Figure 1. Signal wires on met1.
Scale bar: 50 um. Supply wires on this layer in grey.
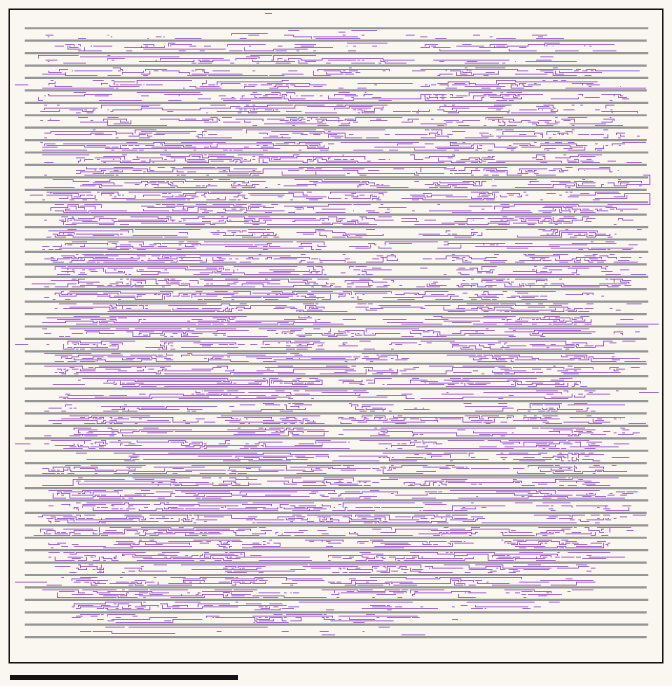
Figure 2. Signal wires on met2.
Cells faint in the background.
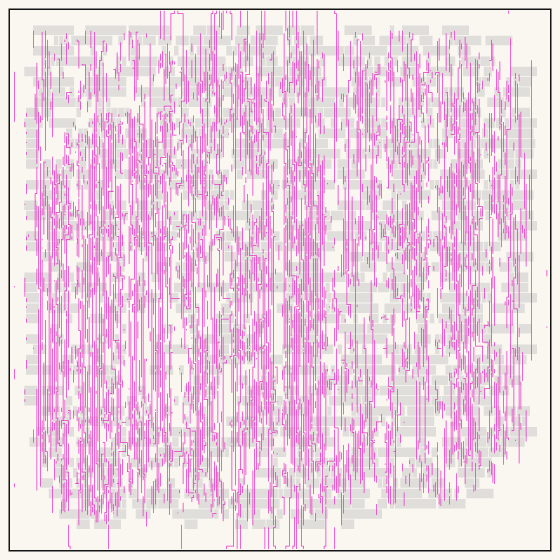
Figure 3. M3 wires.
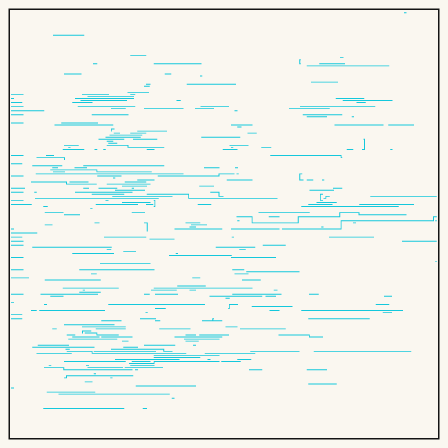
Figure 4. M4 wires.
Scale bar: 50 um. Supply wires on this layer in grey.
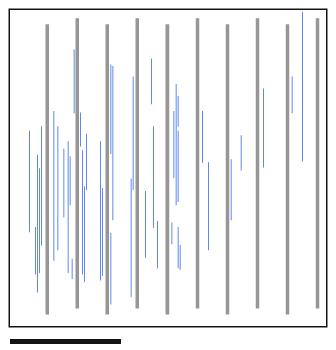
===== src/rtl/alu_pkg.sv =====
// alu_pkg: shared types and constants for the execute-stage ALU.
//   alu_op_e     - opcode map; codes 10..15 behave as PASS (result = op_b)
//   carry_sel_e  - carry override select for the C flag
//   FLAG_*       - bit positions inside the {C,N,Z} flag vector
//   alu_state_e  - top-level sequencing state
package alu_pkg;

  localparam int FLAG_W = 3;
  localparam int FLAG_C = 2;
  localparam int FLAG_N = 1;
  localparam int FLAG_Z = 0;

  typedef enum logic [3:0] {
    OP_NOT = 4'd0,
    OP_INC = 4'd1,
    OP_DEC = 4'd2,
    OP_ADD = 4'd3,
    OP_SUB = 4'd4,
    OP_AND = 4'd5,
    OP_OR  = 4'd6,
    OP_SHL = 4'd7,
    OP_SHR = 4'd8,
    OP_MUL = 4'd9
  } alu_op_e;

  typedef enum logic [1:0] {
    CS_ALU  = 2'b00,
    CS_SET  = 2'b01,
    CS_CLR  = 2'b10,
    CS_KEEP = 2'b11
  } carry_sel_e;

  typedef enum logic {
    ST_IDLE = 1'b0,
    ST_MUL  = 1'b1
  } alu_state_e;

  // Final C flag after applying the carry override.
  function automatic logic resolve_carry(input logic [1:0] csel, input logic alu_c,
                                         input logic old_c);
    logic c;
    case (csel)
      CS_ALU:  c = alu_c;
      CS_SET:  c = 1'b1;
      CS_CLR:  c = 1'b0;
      default: c = old_c;
    endcase
    return c;
  endfunction

endpackage


===== src/rtl/alu_mc_unit_seq_multiplier.sv =====
// seq_multiplier: unsigned shift-add multiplier, one partial product per cycle.
//   clk, rst  - clock, synchronous active-high reset (control only)
//   start     - load operands and begin (ignored while busy by construction upstream)
//   abort     - drop the operation in flight
//   a, b      - multiplicand, multiplier
//   done      - combinational: the current cycle performs the last shift-add
//   product   - 2*WIDTH product; valid in the cycle done is high
module seq_multiplier #(
  parameter int WIDTH = 16
) (
  input  logic               clk,
  input  logic               rst,
  input  logic               start,
  input  logic               abort,
  input  logic [WIDTH-1:0]   a,
  input  logic [WIDTH-1:0]   b,
  output logic               done,
  output logic [2*WIDTH-1:0] product
);
  import alu_pkg::*;

  localparam int CNT_W = $clog2(WIDTH + 1);

  logic               busy;
  logic [CNT_W-1:0]   count;
  logic [2*WIDTH-1:0] mcand_p0;
  logic [2*WIDTH-1:0] acc_p0;
  logic [2*WIDTH-1:0] acc_next;
  logic [WIDTH-1:0]   mplier_p0;

  // The final partial product is presented directly on product so the
  // caller can register it on the same edge that retires the count.
  assign acc_next = mplier_p0[0] ? (acc_p0 + mcand_p0) : acc_p0;
  assign done     = busy && (count == CNT_W'(1));
  assign product  = acc_next;

  always_ff @(posedge clk) begin
    if (rst) begin
      busy  <= 1'b0;
      count <= '0;
    end else if (abort) begin
      busy  <= 1'b0;
      count <= '0;
    end else if (start) begin
      busy  <= 1'b1;
      count <= CNT_W'(WIDTH);
    end else if (busy) begin
      count <= count - CNT_W'(1);
      if (done) busy <= 1'b0;
    end
  end

  // ---- stage p0: operand / accumulator registers ----
  always_ff @(posedge clk) begin
    if (start) begin
      mcand_p0  <= {{WIDTH{1'b0}}, a};
      mplier_p0 <= b;
      acc_p0    <= '0;
    end else if (busy) begin
      acc_p0    <= acc_next;
      mcand_p0  <= mcand_p0 << 1;
      mplier_p0 <= mplier_p0 >> 1;
    end
  end

endmodule


===== src/rtl/alu_mc_unit.sv =====
// alu_mc_unit: registered execute-stage ALU with a multi-cycle multiplier
// and the architectural {C,N,Z} flag register.
//   clk, rst      - clock, synchronous active-high reset
//   in_valid      - operation presented;  in_ready - low while multiplying
//   alu_op        - opcode (alu_op_e), op_a / op_b operands (op_b = shift amount)
//   carry_sel     - C override (ALU / set / clear / keep)
//   flag_we       - operation updates the flags
//   flush         - abort multiply in flight, drop the current input
//   flag_restore  - load flags from flags_pop (wins over ALU flag updates)
//   out_valid     - one-cycle completion pulse, result - registered result
//   flags         - registered {C,N,Z}
module alu_mc_unit
  import alu_pkg::*;
#(
  parameter int WIDTH   = 16,
  parameter int SHAMT_W = $clog2(WIDTH) + 1
) (
  input  logic              clk,
  input  logic              rst,
  input  logic              in_valid,
  output logic              in_ready,
  input  logic [3:0]        alu_op,
  input  logic [WIDTH-1:0]  op_a,
  input  logic [WIDTH-1:0]  op_b,
  input  logic [1:0]        carry_sel,
  input  logic              flag_we,
  input  logic              flush,
  input  logic              flag_restore,
  input  logic [FLAG_W-1:0] flags_pop,
  output logic              out_valid,
  output logic [WIDTH-1:0]  result,
  output logic [FLAG_W-1:0] flags
);

  alu_state_e         state;
  logic               accept;
  logic               is_mul;
  logic               mul_start;
  logic               mul_abort;
  logic               mul_done;
  logic [2*WIDTH-1:0] mul_product;
  logic [WIDTH:0]     alu_out;
  logic               mul_flag_we_p0;
  logic [1:0]         mul_csel_p0;

  // {carry, result}. Shifts are done one bit wider so the bit shifted out
  // lands in the carry position; amounts beyond WIDTH shift everything out.
  function automatic logic [WIDTH:0] alu_compute(input logic [3:0] op,
                                                 input logic [WIDTH-1:0] a,
                                                 input logic [WIDTH-1:0] b);
    logic [WIDTH:0]     wide;
    logic [WIDTH:0]     shr_t;
    logic [SHAMT_W-1:0] s;
    s     = b[SHAMT_W-1:0];
    shr_t = {a, 1'b0} >> s;
    case (op)
      OP_NOT:  wide = {1'b0, ~a};
      OP_INC:  wide = {1'b0, a} + (WIDTH+1)'(1);
      OP_DEC:  wide = {1'b0, a} - (WIDTH+1)'(1);
      OP_ADD:  wide = {1'b0, a} + {1'b0, b};
      OP_SUB:  wide = {1'b0, a} - {1'b0, b};
      OP_AND:  wide = {1'b0, a & b};
      OP_OR:   wide = {1'b0, a | b};
      OP_SHL:  wide = {1'b0, a} << s;
      OP_SHR:  wide = {shr_t[0], shr_t[WIDTH:1]};
      default: wide = {1'b0, b};
    endcase
    return wide;
  endfunction

  function automatic logic [FLAG_W-1:0] next_flags(input logic [WIDTH-1:0] res,
                                                   input logic c,
                                                   input logic [1:0] csel,
                                                   input logic old_c);
    logic [FLAG_W-1:0] f;
    f[FLAG_C] = resolve_carry(csel, c, old_c);
    f[FLAG_N] = res[WIDTH-1];
    f[FLAG_Z] = (res == '0);
    return f;
  endfunction

  assign in_ready  = (state == ST_IDLE);
  assign accept    = in_valid && in_ready && !flush;
  assign is_mul    = (alu_op == OP_MUL);
  assign mul_start = accept && is_mul;
  assign mul_abort = flush && (state == ST_MUL);
  assign alu_out   = alu_compute(alu_op, op_a, op_b);

  seq_multiplier #(.WIDTH(WIDTH)) u_mul (
    .clk     (clk),
    .rst     (rst),
    .start   (mul_start),
    .abort   (mul_abort),
    .a       (op_a),
    .b       (op_b),
    .done    (mul_done),
    .product (mul_product)
  );

  // ---- stage p1: result, completion pulse, flag register ----
  always_ff @(posedge clk) begin
    if (rst) begin
      state          <= ST_IDLE;
      result         <= '0;
      out_valid      <= 1'b0;
      flags          <= '0;
      mul_flag_we_p0 <= 1'b0;
      mul_csel_p0    <= CS_ALU;
    end else begin
      out_valid <= 1'b0;
      case (state)
        ST_IDLE: begin
          if (accept) begin
            if (is_mul) begin
              state          <= ST_MUL;
              mul_flag_we_p0 <= flag_we;
              mul_csel_p0    <= carry_sel;
            end else begin
              result    <= alu_out[WIDTH-1:0];
              out_valid <= 1'b1;
              if (flag_we)
                flags <= next_flags(alu_out[WIDTH-1:0], alu_out[WIDTH], carry_sel,
                                    flags[FLAG_C]);
            end
          end
        end
        ST_MUL: begin
          if (flush) begin
            state <= ST_IDLE;
          end else if (mul_done) begin
            state     <= ST_IDLE;
            result    <= mul_product[WIDTH-1:0];
            out_valid <= 1'b1;
            if (mul_flag_we_p0)
              flags <= next_flags(mul_product[WIDTH-1:0], |mul_product[2*WIDTH-1:WIDTH],
                                  mul_csel_p0, flags[FLAG_C]);
          end
        end
        default: state <= ST_IDLE;
      endcase
      // Restore overrides any flag update above, regardless of flush.
      if (flag_restore) flags <= flags_pop;
    end
  end

endmodule

===== config.mk =====
export PLATFORM = sky130hd
export DESIGN_NAME = alu_mc_unit
export DESIGN_NICKNAME = d
export VERILOG_FILES = /design/src/rtl/alu_pkg.sv /design/src/rtl/alu_mc_unit_seq_multiplier.sv /design/src/rtl/alu_mc_unit.sv
export SDC_FILE = /design/constraint.sdc
export NUM_CORES = 1
export LEC_CHECK = 0
export ABC_AREA = 0
export CORE_MARGIN = 3
export CORE_UTILIZATION = 55
export DETAILED_ROUTE_END_ITERATION = 16
export PLACE_DENSITY = 0.75
export SYNTH_ARGS = -nofsm -noshare
export SYNTH_HDL_FRONTEND = slang
export SYNTH_SLANG_ARGS = --single-unit

===== constraint.sdc =====
create_clock -name clk -period 7.45 [get_ports clk]
set_input_delay 1.8625 -clock clk [delete_from_list [all_inputs] [get_ports clk]]
set_output_delay 1.8625 -clock clk [all_outputs]
set_load 0.01 [all_outputs]

==> impl_metrics.py <==
# Auto-generated metrics
metrics = {
    "routing": {
        "first_pass_iters": 6,
        "viasPerCell": 6.65,
    },
    "yosys": {
        "top_logic_kind": "AND-OR/OR-AND gates",
        "topCellsByArea": "dfxtp_1 (15%), edfxtp_1 (9.3%), nor2_1 (6.7%), ha_1 (6.6%), nand2_1 (6.5%)",
        "ys_sh_xor": 0.0349,
        "floorplan.nets": 1487,
    },
    "cells_and_area": {
        "post-route-util": 0.620,
        "logic_gates": 1131,
        "final_cell_mix": "nor2_1 (184), nand2_1 (178), a21oi_1 (96)",
        "insertedDiodeCount": 0,
        "nonClkBufAreaFrac": 0.0718,
        "top_regs": "u_mul.acc_p0: 32 flops, u_mul.mcand_p0: 32 flops",
        "sh_seq_area": 0.224,
        "num-nonclk-inverters": 34,
    },
    "setup_path": {
        "path_class": "input port to register",
        "reg2reg_depth": 13,
        "crit_end": "flags[2]",
        "reg2reg_slack_ps": 3760,
        "startpoint_type": "input port",
    },
    "placement": {
        "hpwl_um": 24900,
    },
    "outcome": {
        "status": "completed",
    },
    "hold_path": {
        "whs_endpoint": "mul_csel_p0[1]",
    },
    "sta": {
        "skew_ps": 14.8,
        "finalClockPeriodUsage": 0.826,
        "slew_headroom": 0.279,
        "min_period_ps": 6160,
    },
    "power_and_ir_drop": {
        "max-vdd-ir-drop_v": 0.000117,
    },
    "floorplanning": {
        "die-area_sq_um": 20400,
        "rows": 49,
    },
    "clock_network": {
        "cts_hold_buffers": 0,
    },
}
Back to the opening pictures, Figure 1:
The layer holds 42% of the routed length. 1384 nets have wire on it. The longest straight run is 55.2 um.

Back to the opening pictures, Figure 2:
The longest straight run is 79.2 um. The layer holds 45% of the routed length.

Back to the opening pictures, Figure 3:
The layer holds 7.9% of the routed length. The wires run mostly horizontal. The layer carries 2700 um of wire. 181 nets have wire on it. The longest straight run is 49.0 um.

Back to the opening pictures, Figure 4:
The wires run mostly vertical. The longest straight run is 69.4 um. 36 nets have wire on it. The layer holds 4.4% of the routed length.

